File: src/rtl/lane_serial_tx.sv
// lane_serial_tx
// ---------------------------------------------------------------------------
// Transmit end of the per-lane bit path. Parallel WIDTH-bit words are
// pushed into a small holding FIFO. They are serialised one bit per enabled
// clock on o_sd. o_sof flags the first bit of each word in serial order.
//
// Ports:
//   i_clk    rising-edge clock
//   i_rst_n  asynchronous active-low reset
//   i_en     serial advance enable (word acceptance is not gated by it)
//   i_valid  a word is offered on i_a
//   i_a      parallel word
//   o_ready  FIFO can accept a word (not full)
//   o_sd     serial data bit (registered)
//   o_sv     o_sd is valid this cycle (registered)
//   o_sof    o_sd is the first serial bit of a word (registered)
//   o_busy   a word is still in flight or the FIFO holds words
// ---------------------------------------------------------------------------
module lane_serial_tx #(
    parameter int WIDTH     = 4,
    parameter bit MSB_FIRST = 1'b1,
    parameter int DEPTH     = 2
) (
    input  logic             i_clk,
    input  logic             i_rst_n,
    input  logic             i_en,
    input  logic             i_valid,
    input  logic [WIDTH-1:0] i_a,
    output logic             o_ready,
    output logic             o_sd,
    output logic             o_sv,
    output logic             o_sof,
    output logic             o_busy
);

    localparam int PTR_W = (DEPTH > 1) ? $clog2(DEPTH) : 1;
    localparam int CNT_W = $clog2(DEPTH + 1);
    localparam int REM_W = $clog2(WIDTH);

    localparam logic [PTR_W-1:0] LAST_PTR  = PTR_W'(DEPTH - 1);
    localparam logic [CNT_W-1:0] FULL_CNT  = CNT_W'(DEPTH);
    localparam logic [REM_W-1:0] FIRST_REM = REM_W'(WIDTH - 1);

    logic [WIDTH-1:0] mem_q [DEPTH];

    logic [PTR_W-1:0] wr_ptr_q, wr_ptr_d;
    logic [PTR_W-1:0] rd_ptr_q, rd_ptr_d;
    logic [CNT_W-1:0] count_q, count_d;
    logic [WIDTH-1:0] shift_q, shift_d;
    logic [REM_W-1:0] rem_q, rem_d;
    logic             sd_q, sd_d;
    logic             sv_q, sv_d;
    logic             sof_q, sof_d;

    logic             push;
    logic             pop;
    logic             fifo_empty;
    logic [WIDTH-1:0] head;

    // Bit that leaves the word first in the configured serial order.
    function automatic logic first_bit(input logic [WIDTH-1:0] w);
        return MSB_FIRST ? w[WIDTH-1] : w[0];
    endfunction

    // Word with the emitted bit removed, so the next bit sits in the same slot.
    function automatic logic [WIDTH-1:0] advance(input logic [WIDTH-1:0] w);
        return MSB_FIRST ? {w[WIDTH-2:0], 1'b0} : {1'b0, w[WIDTH-1:1]};
    endfunction

    function automatic logic [PTR_W-1:0] ptr_inc(input logic [PTR_W-1:0] p);
        return (p == LAST_PTR) ? '0 : p + PTR_W'(1);
    endfunction

    // o_ready is derived from the registered count only. A pop at the same
    // edge therefore never opens a slot for a push while the FIFO is full.
    assign fifo_empty = (count_q == '0);
    assign o_ready    = (count_q != FULL_CNT);
    assign push       = i_valid && o_ready;
    assign pop        = i_en && (rem_q == '0) && !fifo_empty;
    assign head       = mem_q[rd_ptr_q];
    assign o_busy     = (rem_q != '0) || !fifo_empty;

    assign o_sd  = sd_q;
    assign o_sv  = sv_q;
    assign o_sof = sof_q;

    always_comb begin
        wr_ptr_d = wr_ptr_q;
        rd_ptr_d = rd_ptr_q;
        count_d  = count_q;
        shift_d  = shift_q;
        rem_d    = rem_q;
        sd_d     = sd_q;
        sv_d     = 1'b0;
        sof_d    = 1'b0;

        if (push) begin
            wr_ptr_d = ptr_inc(wr_ptr_q);
        end
        if (pop) begin
            rd_ptr_d = ptr_inc(rd_ptr_q);
        end
        case ({push, pop})
            2'b10:   count_d = count_q + CNT_W'(1);
            2'b01:   count_d = count_q - CNT_W'(1);
            default: count_d = count_q;
        endcase

        // The popped word's first bit goes out on the same edge that loads
        // it. Back-to-back words therefore have no idle gap between them.
        if (i_en) begin
            if (rem_q != '0) begin
                sd_d    = first_bit(shift_q);
                shift_d = advance(shift_q);
                sv_d    = 1'b1;
                rem_d   = rem_q - REM_W'(1);
            end else if (!fifo_empty) begin
                sd_d    = first_bit(head);
                shift_d = advance(head);
                sv_d    = 1'b1;
                sof_d   = 1'b1;
                rem_d   = FIRST_REM;
            end
        end
    end

    // Storage needs no reset: the cleared pointers and count make it empty.
    always_ff @(posedge i_clk) begin
        if (push) begin
            mem_q[wr_ptr_q] <= i_a;
        end
    end

    always_ff @(posedge i_clk or negedge i_rst_n) begin
        if (!i_rst_n) begin
            wr_ptr_q <= '0;
            rd_ptr_q <= '0;
            count_q  <= '0;
            shift_q  <= '0;
            rem_q    <= '0;
            sd_q     <= 1'b0;
            sv_q     <= 1'b0;
            sof_q    <= 1'b0;
        end else begin
            wr_ptr_q <= wr_ptr_d;
            rd_ptr_q <= rd_ptr_d;
            count_q  <= count_d;
            shift_q  <= shift_d;
            rem_q    <= rem_d;
            sd_q     <= sd_d;
            sv_q     <= sv_d;
            sof_q    <= sof_d;
        end
    end

endmodule
File: config.mk
export PLATFORM = sky130hd
export DESIGN_NAME = lane_serial_tx
export DESIGN_NICKNAME = d
export VERILOG_FILES = /design/src/rtl/lane_serial_tx.sv
export SDC_FILE = /design/constraint.sdc
export NUM_CORES = 1
export LEC_CHECK = 0
export CAP_MARGIN = 15
export CORE_ASPECT_RATIO = 0.9
export CORE_MARGIN = 2
export CORE_UTILIZATION = 50
export DETAILED_ROUTE_END_ITERATION = 6
export GPL_ROUTABILITY_DRIVEN = 0
export HOLD_SLACK_MARGIN = 0.03
export PLACE_DENSITY = 0.75
export RECOVER_POWER = 25
export SYNTH_ARGS = -nofsm -noshare
export SYNTH_HDL_FRONTEND = slang
export SYNTH_SLANG_ARGS = --single-unit
File: constraint.sdc
create_clock -name i_clk -period 1.93 [get_ports i_clk]
set_input_delay 0.193 -clock i_clk [delete_from_list [all_inputs] [get_ports i_clk]]
set_output_delay 0.193 -clock i_clk [all_outputs]
set_load 0.01 [all_outputs]
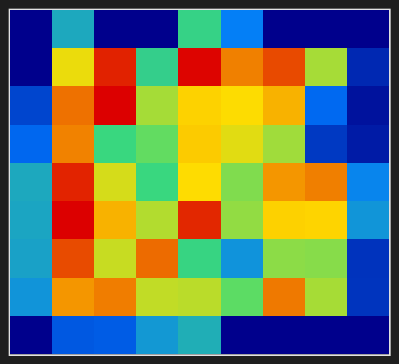
(images/util_map.png)
Scale: 8 px per um. The die is cut into 9 by 9 equal tiles; dark blue is low, red is high, 0 to 100% covered.
mean over tiles: 49%
tiles over 75% full: 28%
nearly empty tiles: 15%
fullest tile: 100%
core box area: 1630 um^2
Util after Layout: 63.5%
fp_density: 52.0%

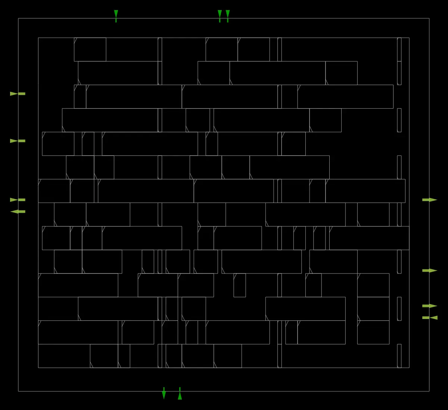
(images/placed.png)
fillers: 144
Well Taps: 24
fraction of area in registers: 52.2%
FFs & Latches: 20
Core Rows: 14

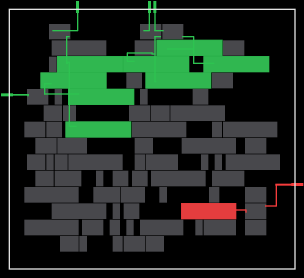
(images/port_trees.png)
Scale: 6 px per um.
[red] `o_sof` | bits: 1 | direction: output | edge: right | end cells: 1 | buffers: 1 | wire: 10.2 um
[green] `i_a` | bits: 4 | direction: input | edge: 3 top, 1 left | end cells: 8 | buffers: 4 | wire: 74.5 um
number of port buffers: 12
io pins: 13

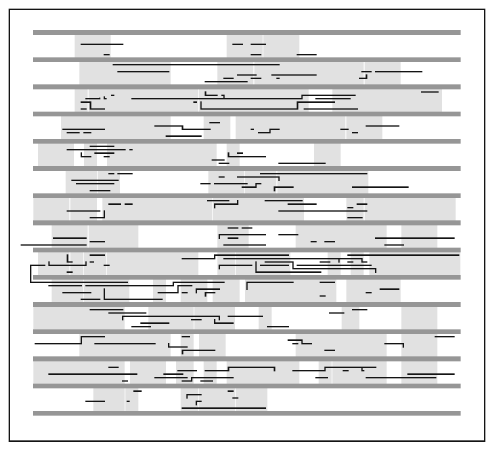
(images/m1.png)
Scale: 10 px per um. Supply wires on this layer in gray.
wire length on this layer: 526 um
longest straight run: 17.0 um
share of all routed wire: 42%
vias: 489
M1 GR Usage: 21.1%
final wirelength: 1240 um

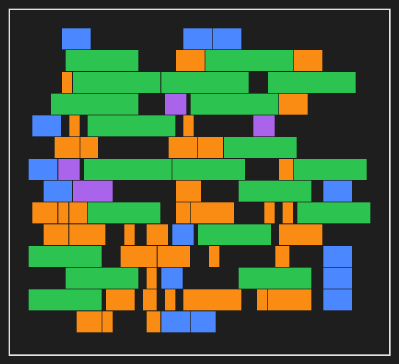
(images/class_map.png)
Scale: 8 px per um.
[green] sequential cells | cells: 20
[blue] remaining buffers and delay cells | cells: 14
[purple] clock drivers and dummy loads | cells: 4
[orange] remaining logic cells | cells: 38
final instance area: 1030 um^2

[Yosys cell counts (all sizes together)]
| master | instances | share of area [%] |
|---|---|---|
| buf | 2 | 1.5 |
| nand2b | 1 | 0.74 |
| ha | 2 | 3.0 |
| mux2 | 3 | 5.3 |
| edfxtp | 8 | 28 |
| a21oi | 3 | 1.8 |
| or3b | 1 | 1.3 |
| nor2 | 5 | 2.2 |
| dfrtp | 12 | 35 |
| xor2 | 1 | 1.0 |
| o2bb2ai | 1 | 1.0 |
| o211ai | 1 | 0.89 |
| and3 | 1 | 0.74 |
| o21ai | 2 | 1.2 |
| mux2i | 5 | 5.9 |
| inv | 6 | 2.7 |
| xnor2 | 4 | 4.1 |
| nand2 | 2 | 2.8 |
[through the flow]
step | power (mW) | util, %
final | 1.52 | 63.5
after global routing | 1.65 | 63.5
after CTS | 1.54 | 63.5
after detailed placement | 1.31 | 61.4
after global placement | 1.27 | 61.4
after floorplan | 1.12 | -
[routing by layer]
metal  vias to the layer above  part of all wire [%]  GRT usage (%)
met4                         0                     0           1.67
met1                       241                    42           21.1
met5                         -                     0              0
li1                        237                     -              -
met3                         0                   4.8           7.66
met2                        11                    53           26.2
[sequential cells by signal, summed over array words and instances (netlist names), 2 cells and up]
name,cells
shift_q,3
mem_q,8
rem_q,2
count_q,2
[cells by family after synthesis]
group                    share of synthesized area (%)
AND-OR/OR-AND                                     4.87
XOR/XNOR                                          5.17
adder cells (fa/ha/maj)                           2.95
buffers and inverters                             4.14
flip-flops                                        63.8
multiplexers                                      11.2
AND/OR/NAND/NOR                                   7.83
[area by class of cell]
class / instances / share of cell area (%)
Timing Repair Buffer: 14 / 12.9
Multi-Input combinational cell: 32 / 26.2
Inverter: 6 / 2.18
Tap cell: 24 / 2.90
Sequential cell: 20 / 52.2
Clock buffer: 4 / 3.51
==> impl_metrics.tcl <==
# implementation run metrics
set metrics [dict create \
    status "finished clean" \
    p_seq_share_pct 46.9 \
    whs_ns 0.304 \
    tritoncts "done" \
    cts_inserted_buffers 3 \
    clock-sinks 20 \
    period_needed_ns 1.80 \
    timing.rr.start "rem_q[0]" \
    power.internal_mw 1.04 \
    ff2ff_path_depth 8 \
    p_comb_uw 574 \
    grt_max_degree 13 \
    antenna_found_initial 0 \
    p_sw_uw 479 \
    ant_nets 0 \
    layout.cells.non_filler 100 \
    critPathTopFamily "simple AND/OR/NAND/NOR gates" \
    cap_violations 0 \
    powerSeq_uw 713 \
    die_w_um 47.4 \
    first_pass_iters 2 \
    fp_nets 70 \
    wl_per_cell_um 12.4 \
    slew_headroom_pct 63.2 \
    final-seq-area_um2 541 \
    post_cts_buffers 0 \
    layout.nets 87 \
    n_antenna_cell 0 \
    place_inst 96 \
    groute.usage.overall_pct 16.5 \
    clkPwrFrac_pct 15.4 \
    ys_ff 20 \
    timing.rr.end "count_q[1]" \
    drc 0 \
    vias_per_cell 4.89 \
    ys_area_um2 847 \
    cp.depth 4 \
    yosysWarnings 0 \
    grt_pass1_vias 517 \
    setup_slack_ns 0.126 \
]
No activity file was given, so power comes from the tool's default toggle rates.
